File: config.mk
export PLATFORM = sky130hd
export DESIGN_NAME = fifo_wr_arbiter
export DESIGN_NICKNAME = d
export VERILOG_FILES = /design/src/rtl/fifo_wr_arbiter_pkg.sv /design/src/rtl/fifo_wr_arbiter_rr_priority_pick.sv /design/src/rtl/fifo_wr_arbiter.sv
export SDC_FILE = /design/constraint.sdc
export NUM_CORES = 1
export LEC_CHECK = 0
export CELL_PAD_IN_SITES_DETAIL_PLACEMENT = 1
export CELL_PAD_IN_SITES_GLOBAL_PLACEMENT = 1
export CORE_UTILIZATION = 24
export DETAILED_ROUTE_END_ITERATION = 6
export PLACE_DENSITY_LB_ADDON = 0.3
export SLEW_MARGIN = 20
export SYNTH_ARGS = -nofsm -noshare
export SYNTH_HDL_FRONTEND = slang
export SYNTH_SLANG_ARGS = --single-unit
export TNS_END_PERCENT = 100
File: constraint.sdc
create_clock -name clk -period 1.6 [get_ports clk]
set_clock_uncertainty 0.05 [all_clocks]
set_input_delay 0.48 -clock clk [delete_from_list [all_inputs] [get_ports clk]]
set_output_delay 0.48 -clock clk [all_outputs]
set_load 0.02 [all_outputs]
File: src/rtl/fifo_wr_arbiter_pkg.sv
// Shared types and constants for the FIFO write-port arbiter.
// Optional statistics counters are enabled with FIFO_WR_ARBITER_STATS_EN.
package fifo_wr_arbiter_pkg;

    typedef enum logic {
        IDLE  = 1'b0,
        GRANT = 1'b1
    } state_t;

    localparam int STAT_W = 16;

    // Index width for n items; never below 1 so a two-entry index still has a bit.
    function automatic int id_w(input int n);
        return (n <= 2) ? 1 : $clog2(n);
    endfunction

endpackage

File: src/rtl/fifo_wr_arbiter_rr_priority_pick.sv
// Combinational round-robin picker: first set request after i_last_grant, with wrap.
// Shared with the future read-side scheduler.
module rr_priority_pick #(
    parameter int NUM_REQ = 4,
    parameter int ID_W    = 2
) (
    input  logic [NUM_REQ-1:0] i_req,
    input  logic [ID_W-1:0]    i_last_grant,
    output logic [ID_W-1:0]    o_winner,
    output logic               o_any_req
);

    always_comb begin
        o_winner  = '0;
        o_any_req = |i_req;
        // Scan farthest-first so the nearest requester after i_last_grant overwrites last.
        for (int k = NUM_REQ; k >= 1; k--) begin
            if (i_req[(int'(i_last_grant) + k) % NUM_REQ]) begin
                o_winner = ID_W'((int'(i_last_grant) + k) % NUM_REQ);
            end
        end
    end

endmodule

File: src/rtl/fifo_wr_arbiter.sv
// Round-robin, burst-locked arbiter sharing one FIFO write port among NUM_REQ producers.
// Define FIFO_WR_ARBITER_STATS_EN to add per-requester accepted-word counters.
module fifo_wr_arbiter
    import fifo_wr_arbiter_pkg::*;
#(
    parameter int NUM_REQ   = 4,
    parameter int DATA_W    = 4,
    parameter int MAX_BURST = 4
) (
    input  logic                          clk,
    input  logic                          rst,
    input  logic [NUM_REQ-1:0]            req_valid,
    input  logic [NUM_REQ*DATA_W-1:0]     req_data,
    input  logic [NUM_REQ-1:0]            req_last,
    output logic [NUM_REQ-1:0]            req_ready,
    output logic                          fifo_wt_en,
    output logic [DATA_W-1:0]             fifo_data_in,
    input  logic                          fifo_full,
    output logic [id_w(NUM_REQ)-1:0]      grant_id,
    output logic                          busy
`ifdef FIFO_WR_ARBITER_STATS_EN
    ,
    input  logic                          stat_clr,
    output logic [NUM_REQ*STAT_W-1:0]     stat_words
`endif
);

    localparam int ID_W  = id_w(NUM_REQ);
    localparam int CNT_W = id_w(MAX_BURST + 1);

    // Handshake: a word moves on a cycle where req_valid[i] & req_ready[i]; ready is
    // only ever offered to the granted requester and never while the FIFO is full.
    state_t             r_state;
    state_t             w_state_nxt;
    logic [ID_W-1:0]    r_grant_id;
    logic [ID_W-1:0]    r_last_grant;
    logic [CNT_W-1:0]   r_beat_cnt;
    logic [CNT_W-1:0]   w_beat_inc;
    logic [ID_W-1:0]    w_winner;
    logic               w_any_req;
    logic               w_xfer;
    logic               w_burst_end;

    rr_priority_pick #(
        .NUM_REQ (NUM_REQ),
        .ID_W    (ID_W)
    ) u_pick (
        .i_req        (req_valid),
        .i_last_grant (r_last_grant),
        .o_winner     (w_winner),
        .o_any_req    (w_any_req)
    );

    assign w_beat_inc = r_beat_cnt + 1'b1;

    always_comb begin
        req_ready    = '0;
        fifo_wt_en   = 1'b0;
        fifo_data_in = '0;
        w_xfer       = 1'b0;
        w_burst_end  = 1'b0;
        w_state_nxt  = r_state;
        case (r_state)
            IDLE: begin
                if (w_any_req) begin
                    w_state_nxt = GRANT;
                end
            end
            GRANT: begin
                req_ready[r_grant_id] = ~fifo_full;
                fifo_wt_en            = req_valid[r_grant_id] & ~fifo_full;
                w_xfer                = fifo_wt_en;
                if (fifo_wt_en) begin
                    fifo_data_in = req_data[r_grant_id*DATA_W +: DATA_W];
                end
                // A full FIFO freezes the burst: no transfer, no withdrawal, no last.
                if (w_xfer) begin
                    w_burst_end = req_last[r_grant_id] ||
                                  (w_beat_inc == CNT_W'(MAX_BURST));
                end else if (!fifo_full && !req_valid[r_grant_id]) begin
                    w_burst_end = 1'b1;
                end
                if (w_burst_end) begin
                    w_state_nxt = IDLE;
                end
            end
            default: w_state_nxt = IDLE;
        endcase
    end

    always_ff @(posedge clk or negedge rst) begin
        if (!rst) begin
            r_state      <= IDLE;
            r_grant_id   <= '0;
            r_last_grant <= ID_W'(NUM_REQ - 1);
            r_beat_cnt   <= '0;
        end else begin
            r_state <= w_state_nxt;
            if (r_state == IDLE) begin
                if (w_any_req) begin
                    r_grant_id <= w_winner;
                    r_beat_cnt <= '0;
                end
            end else begin
                if (w_xfer) begin
                    r_beat_cnt <= w_beat_inc;
                end
                if (w_burst_end) begin
                    r_last_grant <= r_grant_id;
                end
            end
        end
    end

    assign grant_id = r_grant_id;
    assign busy     = (r_state == GRANT);

`ifdef FIFO_WR_ARBITER_STATS_EN
    for (genvar gi = 0; gi < NUM_REQ; gi++) begin : g_stat
        logic [STAT_W-1:0] r_words;

        always_ff @(posedge clk or negedge rst) begin
            if (!rst) begin
                r_words <= '0;
            end else if (stat_clr) begin
                r_words <= '0;
            end else if (w_xfer && (r_grant_id == ID_W'(gi)) && (r_words != '1)) begin
                r_words <= r_words + 1'b1;
            end
        end

        assign stat_words[gi*STAT_W +: STAT_W] = r_words;
    end
`endif

endmodule

Fig. 1: M2 wires
Cells faint in the background.
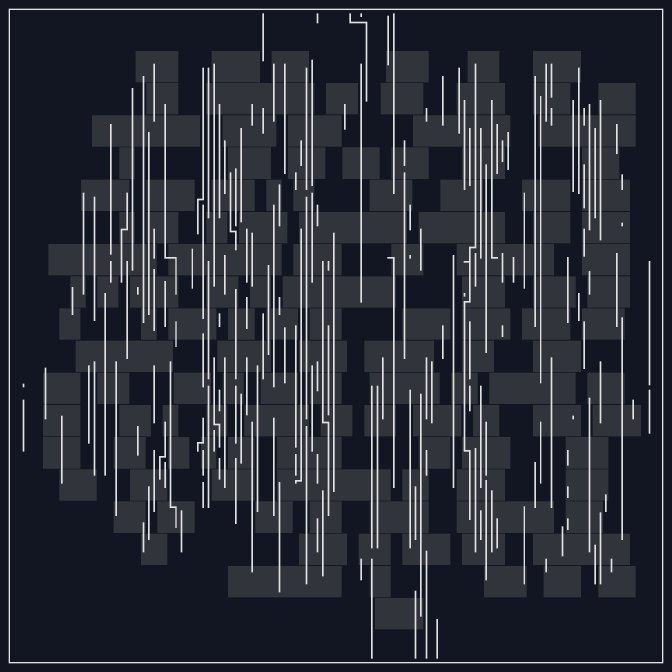
longest straight run: 24.1 um
nets with wire on the layer: 153
share of all routed wire: 55%
main direction: vertical
wire length on this layer: 1340 um
met2 usage: 32.5%
wirelength, routed: 2450 um
via count: 819

Fig. 2: cell outlines without signal wires
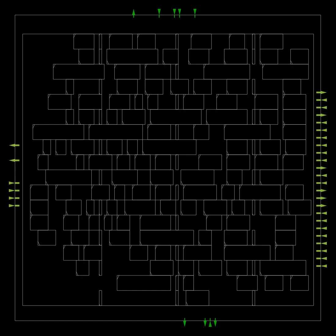
Seq/total area: 14.3%
flip-flops: 8

Fig. 3: cell classes on the final placement
Bar = 20 um.
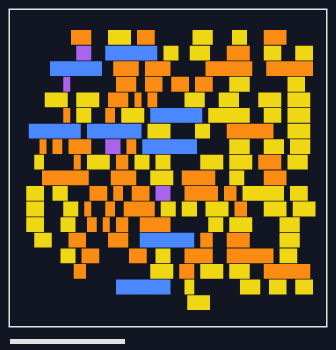
[blue] flip-flops | cells: 8
[yellow] other buffers and delay cells | cells: 64
[orange] all other logic | cells: 53
[purple] clock drivers and dummy loads | cells: 4
Final Instance Area: 0.00143 mm2
final design utilization: 55.7%
row cnt: 18
Core Region: 0.00257 mm2

==> metrics.yaml <==
seqPwrFrac_pct: 18.7
worstSetupPathType: "reg2out"
ys_top_cells_by_count: "dfrtp_1, mux4_2, and3_1, nand2_1, nand3_1"
vdd_ir_drop_max_mv: 0.875
hpwl_um: 1750
max_freq_ghz: 0.447
crit_cells: 4
critPathCaptureType: "output port"
r2r-start: "grant_id[0]$_DFFE_PN0P_"
ys_cells: 65
reg2regPathDepth: 6
ys_ff: 8
max_stage_delay_ns: 0.61
max-cap-violations: 0
overflow: 0
stdcell_count: 159
crit_chain: "mux4_2 > buf_6 > and3_4 > buf_6"
edf_count: 0
place_ws_ns: -1.17
syn_area_per_cell_um2: 10.4
final_hold_viol_count: 0
area_leaders: "dfrtp_1, mux4_2, dfstp_2, and3_1, clkbuf_8"
yosys_area_um2: 677
ys_warn_count: 0
finalSetupViolCount: 15
dp.cells: 145
report.final.slew_viol_count: 0
crit_start: "grant_id[0]$_DFFE_PN0P_"
drt_pass1_iterations: 4
synth_seq_share_pct: 29.9
fin_crit_ns: 2.24
internal-power_mw: 1.36
syn_to_final_growth_pct: 111
placed_area_mm2: 0.00123
p_clk_mw: 0.173
grt_pass1_wl_um: 3500
port_buffers: 38
fillers: 288
wl_met2_um: 1340
post_cts_resized: 102
drt_iter0_drc: 5
rsz0062_at_grt: "yes"
max_slew.worst_pin.slew_ns: 0.371
layout_top_cell: "buf_6"
fp.dieH_um: 55.1
grt_pass1_vias: 825
post_cts_buffers: 11
clock_power_share_pct: 7.8
power.group.top: "combinational logic"
start_kind: "flop"
clock_sinks: 8
layout.nets: 159
pwr_density_cell_mw_per_mm2: 1540
cts_tree: "yes"
required_ns: 1.07
cts_max_level: 1
switching_share_pct: 38.5
power_mw: 2.21
setup_ws_ns: -0.635
ff_type: "dfrtp_1"
clk_root_buffer_cell: "clkbuf_4"
num_io_pins: 39
arrival_ns: 1.71
p_sw_mw: 0.850
warnings: 30
wl_met1_um: 872
path_max_fanout: 5
path_common_cell: "buf_6"
die_area_mm2: 0.00304
fp_util_pct: 26.4
status: "finished with violations"
cts_buffer_depth: 2
regToRegEndpoint: "r_last_grant[1]$_DFFE_PN1P_"
synth_cells: 65
violations: "setup timing"
synth_cell_types: 28
numCtsBuffers: 3
comb_power_share_pct: 73.5
seqCellArea_um2: 205
cell type report:
type	count	share of cell area (%)
timing repair buffer	64	43.6
clock buffer	4	1.84
inverter	3	0.787
multi-input combinational	50	36.8
sequential	8	14.3
tap	30	2.62
sequential cells by signal (all words and copies together), names as in the netlist:
register      cells
busy              1
r_last_grant      2
r_beat_cnt        3
grant_id          2
per-layer routing:
layer / track usage [%] / up-vias
li1: - / 377
met4: 6.25 / 0
met1: 15.9 / 401
met3: 4.64 / 2
met5: 0 / -
met2: 32.5 / 39
kinds of logic (layout without fill, tap and decap cells):
group,after synthesis,after routing,share of synthesized area [%]
flops,8,8,29.9
simple gates,27,27,22.9
xor+xnor,1,1,1.29
mux,9,9,24.8
compound gates,11,11,10.5
buf+inv,7,71,6.84
fa+ha+maj,2,2,3.70
